===== config.mk =====
export PLATFORM = sky130hd
export DESIGN_NAME = turn_input_queue
export DESIGN_NICKNAME = d
export VERILOG_FILES = /design/src/rtl/turn_input_queue.sv
export SDC_FILE = /design/constraint.sdc
export NUM_CORES = 1
export LEC_CHECK = 0
export CAP_MARGIN = 20
export CORE_UTILIZATION = 50
export CTS_BUF_LIST = sky130_fd_sc_hd__clkbuf_8
export DETAILED_ROUTE_END_ITERATION = 10
export GPL_ROUTABILITY_DRIVEN = 0
export PLACE_DENSITY = 0.89
export SLEW_MARGIN = 0
export SYNTH_ARGS = -nofsm -noshare
export SYNTH_HDL_FRONTEND = slang
export SYNTH_SLANG_ARGS = --single-unit

===== constraint.sdc =====
create_clock -name CLOCK_50 -period 0.93 [get_ports CLOCK_50]
set_input_delay 0.186 -clock CLOCK_50 [delete_from_list [all_inputs] [get_ports CLOCK_50]]
set_output_delay 0.186 -clock CLOCK_50 [all_outputs]
set_load 0.1 [all_outputs]

===== src/rtl/turn_input_queue.sv =====
// rtl/turn_input_queue.sv - per-player turn-key edge detect and pending-turn queue
//
// Purpose: turns raw left/right key levels for three players into one queued
// turn code per player per game tick, plus a start pulse from the enter key.
// Config:  define TURN_QUEUE_DEPTH2_EN for a 2-entry queue per player with a
//          sticky overflow flag; otherwise each queue holds one entry and a
//          newer press replaces the pending one (overflow reads 000).
// Ports:
//   CLOCK_50    in   system clock, rising edge
//   reset       in   synchronous active-high reset
//   game_tick   in   one-cycle game step pulse; pops one entry per player
//   enable      in   round running; low flushes queues and clears turn
//   key_left    in   [2:0] left-key level per player
//   key_right   in   [2:0] right-key level per player
//   key_enter   in   enter-key level
//   turn        out  [5:0] {p2,p1,p0}: 10 left, 01 right, 00 none
//   start_pulse out  one-cycle pulse after an enter rising edge
//   overflow    out  [2:0] sticky per-player dropped-press flag
module turn_input_queue (
  input  logic       CLOCK_50,
  input  logic       reset,
  input  logic       game_tick,
  input  logic       enable,
  input  logic [2:0] key_left,
  input  logic [2:0] key_right,
  input  logic       key_enter,
  output logic [5:0] turn,
  output logic       start_pulse,
  output logic [2:0] overflow
);

  localparam logic [1:0] CODE_NONE  = 2'b00;
  localparam logic [1:0] CODE_RIGHT = 2'b01;
  localparam logic [1:0] CODE_LEFT  = 2'b10;

  logic [2:0]      prev_l_q, prev_r_q;
  logic            prev_e_q;
  logic [5:0]      turn_q, turn_d;
  logic            start_pulse_q;

  logic [2:0]      press_l, press_r, push;
  logic [2:0][1:0] push_code;
  logic            pop;

  always_comb begin
    press_l = key_left & ~prev_l_q;
    press_r = key_right & ~prev_r_q;
    // Simultaneous left+right for one player cancel out.
    push    = (press_l ^ press_r) & {3{enable}};
    pop     = game_tick & enable;
    for (int p = 0; p < 3; p++) begin
      push_code[p] = press_l[p] ? CODE_LEFT : CODE_RIGHT;
    end
  end

`ifdef TURN_QUEUE_DEPTH2_EN
  logic [2:0][1:0] head_q, head_d, tail_q, tail_d;
  logic [2:0][1:0] cnt_q, cnt_d;
  logic [2:0]      ovf_q, ovf_d;

  // Pop is applied first, then push lands in the slot the pop left, so a
  // full queue that pops and pushes in one cycle never overflows and a
  // same-tick press cannot reach turn until the following tick.
  always_comb begin
    head_d = head_q;
    tail_d = tail_q;
    cnt_d  = cnt_q;
    ovf_d  = ovf_q;
    turn_d = turn_q;
    for (int p = 0; p < 3; p++) begin
      if (!enable) begin
        cnt_d[p]         = 2'd0;
        turn_d[2*p +: 2] = CODE_NONE;
      end else begin
        if (pop) begin
          turn_d[2*p +: 2] = (cnt_q[p] != 2'd0) ? head_q[p] : CODE_NONE;
          if (cnt_q[p] != 2'd0) begin
            head_d[p] = tail_q[p];
            cnt_d[p]  = cnt_q[p] - 2'd1;
          end
        end
        if (push[p]) begin
          case (cnt_d[p])
            2'd0: begin
              head_d[p] = push_code[p];
              cnt_d[p]  = 2'd1;
            end
            2'd1: begin
              tail_d[p] = push_code[p];
              cnt_d[p]  = 2'd2;
            end
            // Saturated: drop the press and flag it until reset.
            default: ovf_d[p] = 1'b1;
          endcase
        end
      end
    end
  end

  always_ff @(posedge CLOCK_50) begin
    if (reset) begin
      head_q <= '0;
      tail_q <= '0;
      cnt_q  <= '0;
      ovf_q  <= '0;
    end else begin
      head_q <= head_d;
      tail_q <= tail_d;
      cnt_q  <= cnt_d;
      ovf_q  <= ovf_d;
    end
  end

  assign overflow = ovf_q;
`else
  logic [2:0][1:0] head_q, head_d;
  logic [2:0]      full_q, full_d;

  // Single slot: pop empties it, then any press overwrites it (latest wins).
  always_comb begin
    head_d = head_q;
    full_d = full_q;
    turn_d = turn_q;
    for (int p = 0; p < 3; p++) begin
      if (!enable) begin
        full_d[p]        = 1'b0;
        turn_d[2*p +: 2] = CODE_NONE;
      end else begin
        if (pop) begin
          turn_d[2*p +: 2] = full_q[p] ? head_q[p] : CODE_NONE;
          full_d[p]        = 1'b0;
        end
        if (push[p]) begin
          head_d[p] = push_code[p];
          full_d[p] = 1'b1;
        end
      end
    end
  end

  always_ff @(posedge CLOCK_50) begin
    if (reset) begin
      head_q <= '0;
      full_q <= '0;
    end else begin
      head_q <= head_d;
      full_q <= full_d;
    end
  end

  assign overflow = 3'b000;
`endif

  // Edge-detect registers load live levels during reset so keys held
  // across reset release produce no press.
  always_ff @(posedge CLOCK_50) begin
    prev_l_q <= key_left;
    prev_r_q <= key_right;
    prev_e_q <= key_enter;
    if (reset) begin
      turn_q        <= '0;
      start_pulse_q <= 1'b0;
    end else begin
      turn_q        <= turn_d;
      start_pulse_q <= key_enter & ~prev_e_q;
    end
  end

  assign turn        = turn_q;
  assign start_pulse = start_pulse_q;

endmodule

==> run_1/flops_by_reg.png <==
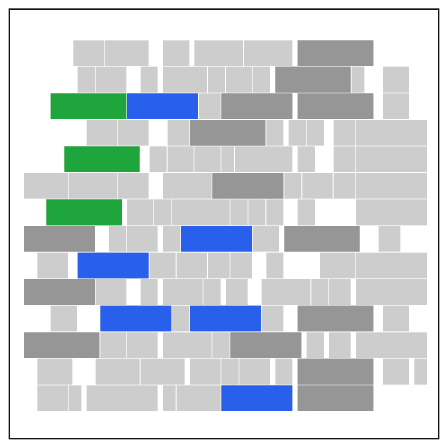
head_q -> blue  # flops 6
prev_r_q -> green  # flops 3
not coloured = 14
Seq/total area: 36.0%
Final Util: 83.8%
sequential cell area: 475 µm²

==> run_1/placement.png <==
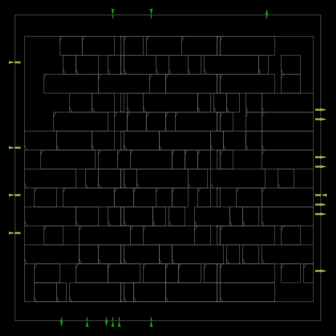
CORE AREA: 0.00158 mm²
Flops: 23
final std cells w/o fill: 134
row cnt: 14

==> run_1/layer_met3.png <==
The bar under the picture is 10 µm long.
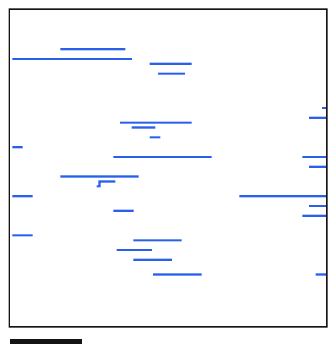
wire length on this layer = 131 µm
nets with wire on the layer = 22
share of all routed wire = 6.2%
main direction = horizontal
longest straight run = 16.3 µm
Via Count: 753
WL final: 2130 µm

==> flow_summary.toml, run 1 <==
# generated from flow reports
[die]
dieArea_mm2 = 0.00192

[run]
warnings = 28

[pwr]
power_frac_seq_pct = 54.2
switching_power_uw = 512
switching_share_pct = 25.9
clk-power_uw = 594
p_per_area_mw_per_mm2 = 1500
p_leak_nw = 0.563

[synthesis]
ys_cells = 90
yosysWarningCount = 0
edf_count = 0
ff_type = "dfxtp_1"
syn_area_per_cell_um2 = 9.73
synth-seq-cells = 23

[finish]
postLayoutCellArea_mm2 = 0.00132
mostFrequentLayoutCells = "15 x a21oi_1, 12 x dfxtp_2, 11 x dfxtp_1"
num-nonclk-inverters = 1
largest_class = "registers"

[timing]
finalSetupViolCount = 11
max_freq_ghz = 1.02
finalWorstSetupSlack_ns = -0.0523
setup_tns_ns = -0.440
skew_ns = 0.00106

[clock_network]
cts_tree = "done"
htreeDepth = 1

[global_routing]
antenna_found_initial = 0
grt_pass1_wl_um = 2930
overflow = 0

[worst_setup_path]
worstSetupPathType = "reg2reg"
crit_fanout = 3

[run_status]
violations = "negative setup slack"
status = "finished, violations left"

[routing]
drc = 0
## run 1: Yosys cell counts (6+ instances only)
master    instances  share of area, %
nand3_1           6               3.4
a21oi_1          15               8.6
nand2b_1         10               7.1
dfxtp_1          23                53
## run 1: metal layers
layer,share of wire (%),GRT usage [%]
met1,43,27.2
met2,50,32.5
met3,6.2,4.17
met4,0.94,12.1
met5,0,0
## run 1: cell families (layout without fill, tap and decap cells)
logic type	count (synthesis)	count (layout)	synth area share [%]
XOR/XNOR	3	3	3.00
AND/OR/NAND/NOR	29	29	22.1
other	1	3	0.428
buffers and inverters	7	33	4.71
flip-flops	23	23	52.6
AND-OR/OR-AND	27	27	17.1
## run 1: critical path, cell delays in order (launching register included)
cell,delay (ns)
dfxtp_2,0.34
and2b_2,0.26
xnor2_1,0.19
a21oi_1,0.09
==> run 2: changes to the inputs <==
CORE_UTILIZATION = 45   (was 50)
PLACE_DENSITY = 0.85   (was 0.89)
clock period = 0.8 ns   (was 0.93 ns; I/O delays follow)
==> run_2/flops_by_reg.png <==
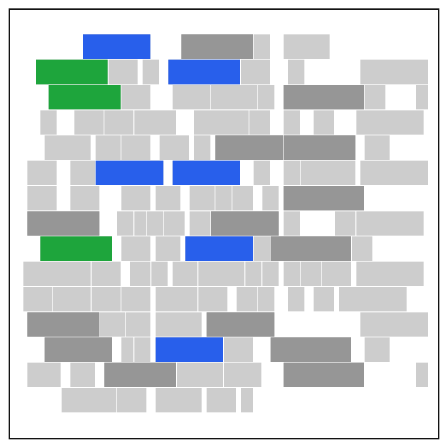
prev_r_q -> green  # flops 3
head_q -> blue  # flops 6
not coloured = 14
Final Util: 76.6%
sequential cell area: 490 µm²
Seq power: 1.23 mW
Seq/total area: 35.9%

==> run_2/placement.png <==
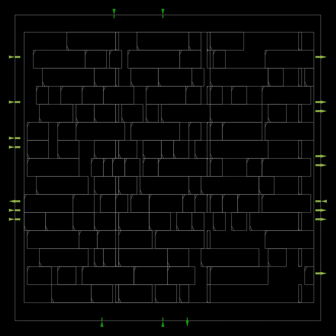
Tapcells: 25
# fillers: 117
CORE AREA: 0.00178 mm²
row cnt: 15
final std cells w/o fill: 143

==> run 2 against run 1 <==
  * The flow still finishes with violations (negative setup slack)
  * Routed wire length decreased by 4.8%
  * Register-to-register slack got worse by 0.08 ns
  * Core utilization decreased by 7.2 points
  * First-iteration DRC count decreased by 39%
  * Die size increased by 11%
  * Cell count increased by 6.7%
  * Sequential power increased by about 10%
  * Worst setup slack got worse by 0.10 ns
==> flow_summary.toml, run 2 <==
# generated from flow reports
[run_status]
status = "finished, violations left"
violations = "negative setup slack"

[run]
warnings = 29

[timing]
max_freq_ghz = 1.05
finalWorstSetupSlack_ns = -0.154
finalSetupViolCount = 16

[synthesis]
syn_area_per_cell_um2 = 9.73
muxShareOfSynthArea_pct = 0
top_area_cell = "dfxtp_1"
top_cells_by_area = "dfxtp_1 53%, a21oi_1 8.6%, nand2b_1 7.1%"
synth_adder_area_share_pct = 0
syn_area_um2 = 876
ff_type = "dfxtp_1"
top_logic_kind = "simple AND/OR/NAND/NOR gates"
yosysWarningCount = 0
yosysMostFrequentCell = "dfxtp_1"
common_cells = "23 x dfxtp_1, 15 x a21oi_1, 10 x nand2b_1, 6 x nand3_1"
edf_count = 0
yosys.area_share.aoi_pct = 17.1
synth-seq-cells = 23
simple_gate_area_share_pct = 22.1
yosysTopAreaCellShare_pct = 52.6

[worst_setup_path]
slowest_delay_ns = 0.36
crit_fanout = 2
path_cells = "buf_12"
path_depth = 1
cp_top_family = "flip-flops"
worstSetupPathType = "reg2out"
cp_slowest_cell = "dfxtp_4"
cp_num_buf_inv = 1

[global_routing]
grt_pass1_wl_um = 3310
antenna_found_initial = 0
overflow = 0

[finish]
flop-count = 23
largest_class = "registers"
num-nonclk-inverters = 1

[pwr]
p_leak_nw = 0.548
clk-power_uw = 697
p_per_area_mw_per_mm2 = 1690
switching_share_pct = 26.5
total_power_mw = 2.31
power_frac_seq_pct = 53.3
switching_power_uw = 611

[routing]
totalWireLength_um = 2020
drc = 0
num_vias = 745

[clock_network]
htreeDepth = 1
cts_tree = "done"

[die]
dieArea_mm2 = 0.00213
run 2: cell count changes in the layout (fill, tap and decap cells not counted), sizes merged:
cell and change:
dlymetal6s2s -4, dlygate4sd2 +4, clkdlybuf4s50 -1, clkbuf +1
run 2: routing by layer:
metal	GRT usage (%)	part of all wire [%]	vias up
li1	-	-	356
met1	28.1	42	353
met2	36.9	51	30
met3	5.10	4.1	6
met4	16.5	2.8	0
met5	0	0	-
run 2: timing repair:
item,4_1_cts,5_1_grt
buffers inserted,4,4
endpoints found under the setup margin,22,16
hold buffers,0,0
hold endpoints to repair,0,0
pin swaps,11,6
gates resized,29,12
cloned,1,0
run 2: through the flow:
stage                     TNS, ns  cells
after floorplan            -0.134     92
after global placement      -6.92    130
after detailed placement    -7.63    130
after CTS                   -1.71    139
after global routing        -2.39    143
final                       -1.91    143
Power and IR drop assume default switching activity.
